--- config.mk ---
export PLATFORM = sky130hd
export DESIGN_NAME = io_ring_pwr_seq
export DESIGN_NICKNAME = d
export VERILOG_FILES = /design/src/rtl/io_seq_pkg.sv /design/src/rtl/io_seq_sync.sv /design/src/rtl/io_ring_pwr_seq.sv
export SDC_FILE = /design/constraint.sdc
export NUM_CORES = 1
export LEC_CHECK = 0
export ABC_AREA = 1
export CORE_MARGIN = 1.5
export CORE_UTILIZATION = 59
export CTS_CLUSTER_SIZE = 12
export DETAILED_ROUTE_END_ITERATION = 16
export GPL_ROUTABILITY_DRIVEN = 0
export GPL_TIMING_DRIVEN = 0
export PLACE_DENSITY = 0.93
export SLEW_MARGIN = 5
export SYNTH_ARGS = -nofsm -noshare
export SYNTH_HDL_FRONTEND = slang
export SYNTH_SLANG_ARGS = --single-unit
export TNS_END_PERCENT = 50
--- constraint.sdc ---
create_clock -name clk -period 3.4 [get_ports clk]
set_clock_uncertainty 0.15 [all_clocks]
set_input_delay 0.51 -clock clk [delete_from_list [all_inputs] [get_ports clk]]
set_output_delay 0.51 -clock clk [all_outputs]
set_load 0.02 [all_outputs]
--- src/rtl/io_seq_pkg.sv ---
// Shared types and defaults for the IO-ring power sequencer.
package io_seq_pkg;

  localparam int IO_SEQ_DEBOUNCE_DEF = 1024;
  localparam int IO_SEQ_STEP_DEF     = 16;

  typedef enum logic [2:0] {
    SEQ_OFF      = 3'd0,
    SEQ_DEBOUNCE = 3'd1,
    SEQ_REL_RET  = 3'd2,
    SEQ_EN_IE    = 3'd3,
    SEQ_EN_OE    = 3'd4,
    SEQ_ON       = 3'd5,
    SEQ_DIS_OE   = 3'd6,
    SEQ_DIS_IE   = 3'd7
  } io_seq_state_e;

  function automatic int io_seq_max(input int a, input int b);
    return (a > b) ? a : b;
  endfunction

endpackage

--- src/rtl/io_seq_sync.sv ---
// Two-flop synchronizer with asynchronous active-low reset to 0.
module io_seq_sync #(
  parameter int WIDTH = 1
) (
  input  logic             clk_i,
  input  logic             rst_ni,
  input  logic [WIDTH-1:0] d_i,
  output logic [WIDTH-1:0] q_o
);

  logic [WIDTH-1:0] meta_q;
  logic [WIDTH-1:0] sync_q;

  always_ff @(posedge clk_i or negedge rst_ni) begin
    if (!rst_ni) begin
      meta_q <= '0;
      sync_q <= '0;
    end else begin
      meta_q <= d_i;
      sync_q <= meta_q;
    end
  end

  assign q_o = sync_q;

endmodule

--- src/rtl/io_ring_pwr_seq.sv ---
// VDDX/VSSX pad-ring power sequencer: debounce, ordered enable/disable, brownout safe state.
// Optional brownout event counter (bo_clr/bo_count) enabled by macro IO_SEQ_BROWNOUT_CNT_EN.
module io_ring_pwr_seq
  import io_seq_pkg::*;
#(
  parameter int DEBOUNCE_CYC = IO_SEQ_DEBOUNCE_DEF,
  parameter int STEP_CYC     = IO_SEQ_STEP_DEF
) (
  input  logic       clk,
  input  logic       rst_n,
  input  logic       vddio_ok_a,
  input  logic       pwr_req,
  output logic       pwr_ack,
  output logic       pad_ret_n,
  output logic       pad_ie,
  output logic       pad_oe,
  output logic [2:0] seq_state,
  output logic       brownout
`ifdef IO_SEQ_BROWNOUT_CNT_EN
  ,
  input  logic       bo_clr,
  output logic [7:0] bo_count
`endif
);

  localparam int CNT_W = $clog2(io_seq_max(DEBOUNCE_CYC, STEP_CYC) + 1);

  io_seq_state_e    state_q, state_d;
  logic [CNT_W-1:0] cnt_q, cnt_d;
  logic             brownout_q, brownout_d;
  logic             ok_s;
  logic             deb_done, step_done, counting;

  io_seq_sync #(.WIDTH(1)) u_ok_sync (
    .clk_i  (clk),
    .rst_ni (rst_n),
    .d_i    (vddio_ok_a),
    .q_o    (ok_s)
  );

  assign deb_done  = (cnt_q == CNT_W'(DEBOUNCE_CYC - 1));
  assign step_done = (cnt_q == CNT_W'(STEP_CYC - 1));
  // ON is the only powered state without a timed exit, so it must not count.
  assign counting  = !(state_q inside {SEQ_OFF, SEQ_ON});

  always_comb begin
    state_d    = state_q;
    brownout_d = 1'b0;
    case (state_q)
      SEQ_OFF:      if (pwr_req && ok_s) state_d = SEQ_DEBOUNCE;
      SEQ_DEBOUNCE: begin
        if (!ok_s || !pwr_req) state_d = SEQ_OFF;
        else if (deb_done)     state_d = SEQ_REL_RET;
      end
      SEQ_REL_RET: begin
        if (!pwr_req)       state_d = SEQ_DIS_OE;
        else if (step_done) state_d = SEQ_EN_IE;
      end
      SEQ_EN_IE: begin
        if (!pwr_req)       state_d = SEQ_DIS_OE;
        else if (step_done) state_d = SEQ_EN_OE;
      end
      SEQ_EN_OE: begin
        if (!pwr_req)       state_d = SEQ_DIS_OE;
        else if (step_done) state_d = SEQ_ON;
      end
      SEQ_ON:       if (!pwr_req) state_d = SEQ_DIS_OE;
      SEQ_DIS_OE:   if (step_done) state_d = SEQ_DIS_IE;
      SEQ_DIS_IE:   if (step_done) state_d = SEQ_OFF;
    endcase

    // Supply loss overrides every other transition once pads may be released.
    if (!ok_s && !(state_q inside {SEQ_OFF, SEQ_DEBOUNCE})) begin
      state_d    = SEQ_OFF;
      brownout_d = 1'b1;
    end

    if (state_d != state_q) cnt_d = '0;
    else if (counting)      cnt_d = cnt_q + 1'b1;
    else                    cnt_d = '0;
  end

  always_ff @(posedge clk or negedge rst_n) begin
    if (!rst_n) begin
      state_q    <= SEQ_OFF;
      cnt_q      <= '0;
      brownout_q <= 1'b0;
    end else begin
      state_q    <= state_d;
      cnt_q      <= cnt_d;
      brownout_q <= brownout_d;
    end
  end

  assign seq_state = state_q;
  assign pad_ret_n = !(state_q inside {SEQ_OFF, SEQ_DEBOUNCE});
  assign pad_ie    = state_q inside {SEQ_EN_IE, SEQ_EN_OE, SEQ_ON, SEQ_DIS_OE};
  assign pad_oe    = state_q inside {SEQ_EN_OE, SEQ_ON};
  assign pwr_ack   = (state_q == SEQ_ON);
  assign brownout  = brownout_q;

`ifdef IO_SEQ_BROWNOUT_CNT_EN
  logic [7:0] bo_cnt_q, bo_cnt_d;

  always_comb begin
    bo_cnt_d = bo_cnt_q;
    if (bo_clr)                              bo_cnt_d = '0;
    else if (brownout_d && bo_cnt_q != 8'hFF) bo_cnt_d = bo_cnt_q + 8'd1;
  end

  always_ff @(posedge clk or negedge rst_n) begin
    if (!rst_n) bo_cnt_q <= '0;
    else        bo_cnt_q <= bo_cnt_d;
  end

  assign bo_count = bo_cnt_q;
`endif

endmodule
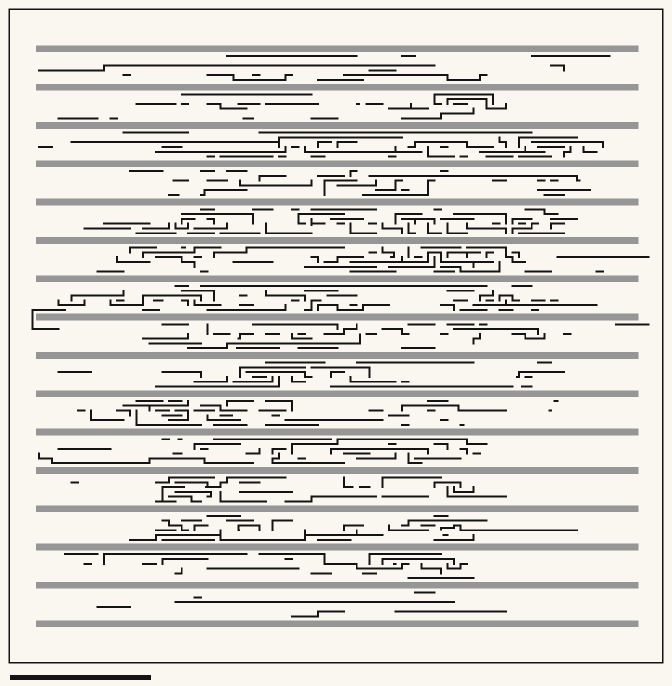
**Above:** M1 wires.
Bar = 10 um. Supply wires on this layer in grey.
The wires run mostly horizontal. The layer carries 1070 um of wire. The layer holds 43% of the routed length. The longest straight run is 23.5 um. 176 nets have wire on it.

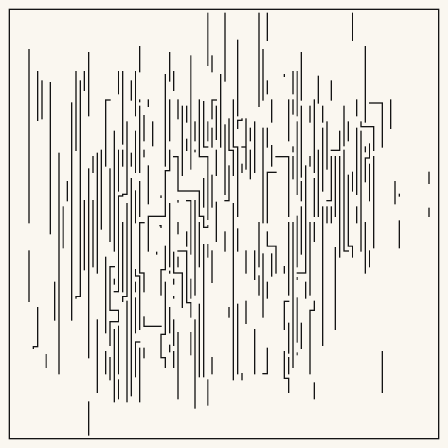
**Above:** met2 routing.
The wires run mostly vertical. The longest straight run is 23.8 um.
grt met2 use: 44.7%
routed wire length: 2.49 mm
vias: 1106

==> Changelog: implementation <==
## Flow update

- Max-cap violation count: 0
- Final hold viol count: 0
- Fin. max-slew vios: 0
- Post-Layout Cell Count: around 210
- Min-delay worst type: reg -> reg
- Commonest non-fill, non-tap cell in the layout: nand2_1
- Slew @ Worst Pin: ~0.76 ns
- Power Dens Cells: 269 nW/um^2
- Initial antenna violation count: 0
- Worst Hold Slack: between 0.2 and 0.25 ns
- YS warnings: 0
- Final ANT Viol Nets: 0
- Vias in the first global route: ~960
- Reg-to-reg critical path startpoint: cnt_q[0]$_DFF_PN0_
- Crit. Startpoint: seq_state[2]$_DFF_PN0_
- Setup Fix Bufs, Post-CTS: 0
- Distinct lib cells: 24
- FP Util: between 60% and 70%
- CTS H-tree lvls: 1
- Initial DRC Count: between 50 and 60
- First-pass GRT wire length: 4.04 mm
- Net Count, Synth: 170
- Startpoint Class: register
- Die height: 46.3 um
- Post-synth EDFFs: 0
- RSZ-0062 raised after global routing: false
- Root buffer selected by CTS: clkbuf_4
- Die X: approximately 46 um
- DP Area: 1250 um^2
- Total track usage: a little over a quarter
- HPWL after DPL: 1.95 mm
- Post-detailed-route wirelength per cell: ~12 um
- Final worst-path cycle share: around three quarters
- Design Area, Final: 1270 um^2
- Total Power: between 300 and 400 uW
- Total gr overflow: 0
- Maximum VDD drop: approximately 0.00020 V
- # fillers: 134
- Min Tclk post-route: roughly 2.5 ns
- Worst path cell trace: buf_4 > inv_1 > nor3_1 > nand3b_1 > clkdlybuf4s50_1
- CTS tree: yes
- Most common logic cells in the final layout: nand2_1, nor2_1, inv_1
- Crit-path max FO: 9
- Relative slew slack: roughly half
- Largest net degree at the start of global routing: 18
- Setup TNS: 0 ns
- Async S/R FF share, synth: 100%
- # rows: 15
- Fmax: 0.397 GHz
- Gate Count Post-Synth: roughly 170
- Worst Setup End Kind: output pin
- Die area: roughly 2100 um^2
- Final net count: between 150 and 200
- Critical Path AT: between 1.5 and 2 ns
- Final Util: ~73%
- Worst-path clk slew: about 0.090 ns
- Flops after synth: 17
- Core area: roughly 1700 um^2
- Fin worst setup slack: about 0.88 ns
- Via-to-Cell Ratio: roughly 5.4
- Ys cells: about 170
- Antenna diodes: 0
- Maximum clock insertion buffer count: 2
- Main synth FF type: dfrtp_1
- Worst path slowest cell: clkdlybuf4s50_1
- Cell Area, Synth: around 1100 um^2
- Register share after synthesis: just under 40%
- Final setup violation count: 0
- Sequential cell area: approximately 430 um^2
- Leak: roughly 0.65 nW
- Hold_sp: u_ok_sync.meta_q$_DFF_PN0_
- Drt first pass iters: 4
- DRC Markers: 0
- Comb gate area: 582 um^2
- Number of gates resized after CTS: 0
- Setup WS pre-CTS: roughly 1.0 ns
- CTS Buf Count: 3
- OpenROAD warnings: 26
- Synth Area per Inst: between 6 and 7 um^2
- Inst Count DP: between 200 and 250
- Critical Path Max Stage Delay: approximately 0.60 ns
- Share of cells above drive strength 1: 10.6%
- Clock tree sinks: 17
- Area Growth Syn to Fin: 15.2%
- # hold bufs at CTS: 0
- Setup CP Type: reg -> out
- # IOs: 12
- CP required: around 2.7 ns
- Status: finished, final reports clean
- Number of I/O port buffers: 11
- YS chip area: around 1100 um^2
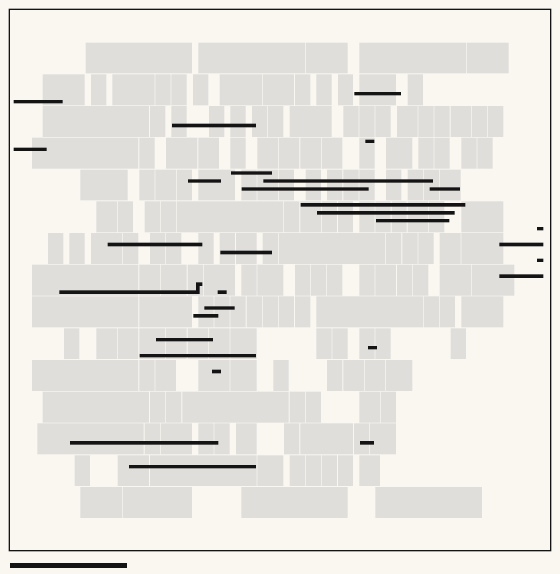
**Above:** the metal 3 layer.
Bar = 10 um. Cells faint in the background.
The wires run mostly horizontal. 24 nets have wire on it.
routing usage on met3: 2.35%

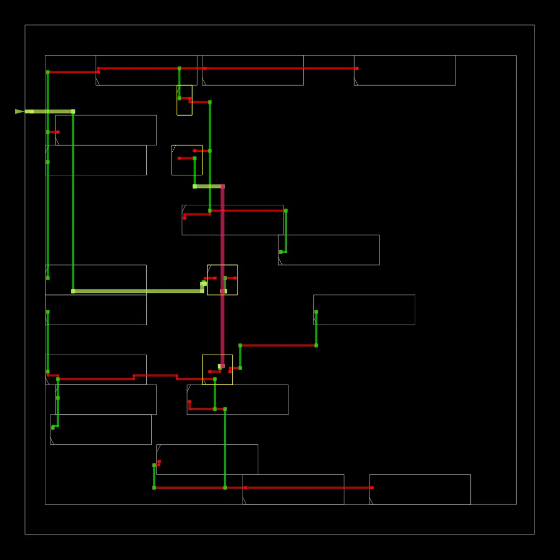
**Above:** clock nets.
flip-flops: 17
later-pin clock latency in the skew report: 0.29 ns
number of clock buffers in the layout: 4

[logic make-up (layout without fill, tap and decap cells)]
| logic type | after synthesis | in the layout | share of synthesized area (%) |
|---|---|---|---|
| compound gates | 14 | 14 | 7.70 |
| fa+ha+maj | 1 | 1 | 1.13 |
| buf+inv | 23 | 38 | 8.83 |
| flops | 17 | 17 | 38.5 |
| simple gates | 110 | 110 | 43.8 |
[report_power, final]
group / switching (mW) / total, mW / internal (mW)
Sequential: 0.00269 / 0.207 / 0.205
Clock: 0.0617 / 0.107 / 0.0456
Combinational: 0.0178 / 0.0279 / 0.0101
[cell type report]
class	count	share of cell area (%)
Inverter	21	6.19
Buffer	2	1.47
Clock buffer	4	2.06
Sequential cell	17	33.4
Timing Repair Buffer	11	8.65
Multi-Input combinational cell	125	45.7
Tap cell	25	2.46
[path summary, 6_finish.rpt]
check | cells after the start | slack (ns) | end
worst max-delay path | 5 | 0.88 | pad_ie
min in group asynchronous | 1 | 0.51 | cnt_q[5]$_DFF_PN0_
worst min-delay path | 0 | 0.22 | u_ok_sync.q_o$_DFF_PN0_
max in group asynchronous | 1 | 2.12 | cnt_q[3]$_DFF_PN0_
worst min register to register | 0 | 0.22 | u_ok_sync.q_o$_DFF_PN0_
worst max register to register | 13 | 1.22 | cnt_q[0]$_DFF_PN0_
[state kept, by name, summed over array words and instances, names as in the netlist]
signal and flops:
u_ok_sync.q_o 1, cnt_q 11, u_ok_sync.meta_q 1, brownout 1, seq_state 3
[synth_stat cells, types with 2 or more instances]
master / n / share of area [%]
inv_2: 2 / 0.68
nand2_2: 2 / 1.1
nand3_1: 15 / 6.8
nor3_1: 4 / 1.8
a21oi_1: 2 / 0.91
nor2_1: 30 / 10
nand2_1: 49 / 17
inv_1: 18 / 6.1
dfrtp_1: 17 / 39
nor2_2: 4 / 2.3
o211ai_1: 2 / 1.4
or2_2: 2 / 1.1
o21ai_0: 7 / 3.2
[critical path: cells and delay by family (launching register included)]
kind	cells	cell delay (ns)
buffers and inverters	3	0.86
AND/OR/NAND/NOR	2	0.36
flip-flops	1	0.36
[per-layer routing]
metal | global-route usage (%) | wire length (um) | up-vias
met5 | 0 | 0 | -
met4 | 8.57 | 34 | 0
met3 | 2.35 | 156 | 5
met2 | 44.7 | 1230 | 53
met1 | 35.2 | 1070 | 498
li1 | - | - | 550
Power and IR drop assume default switching activity.
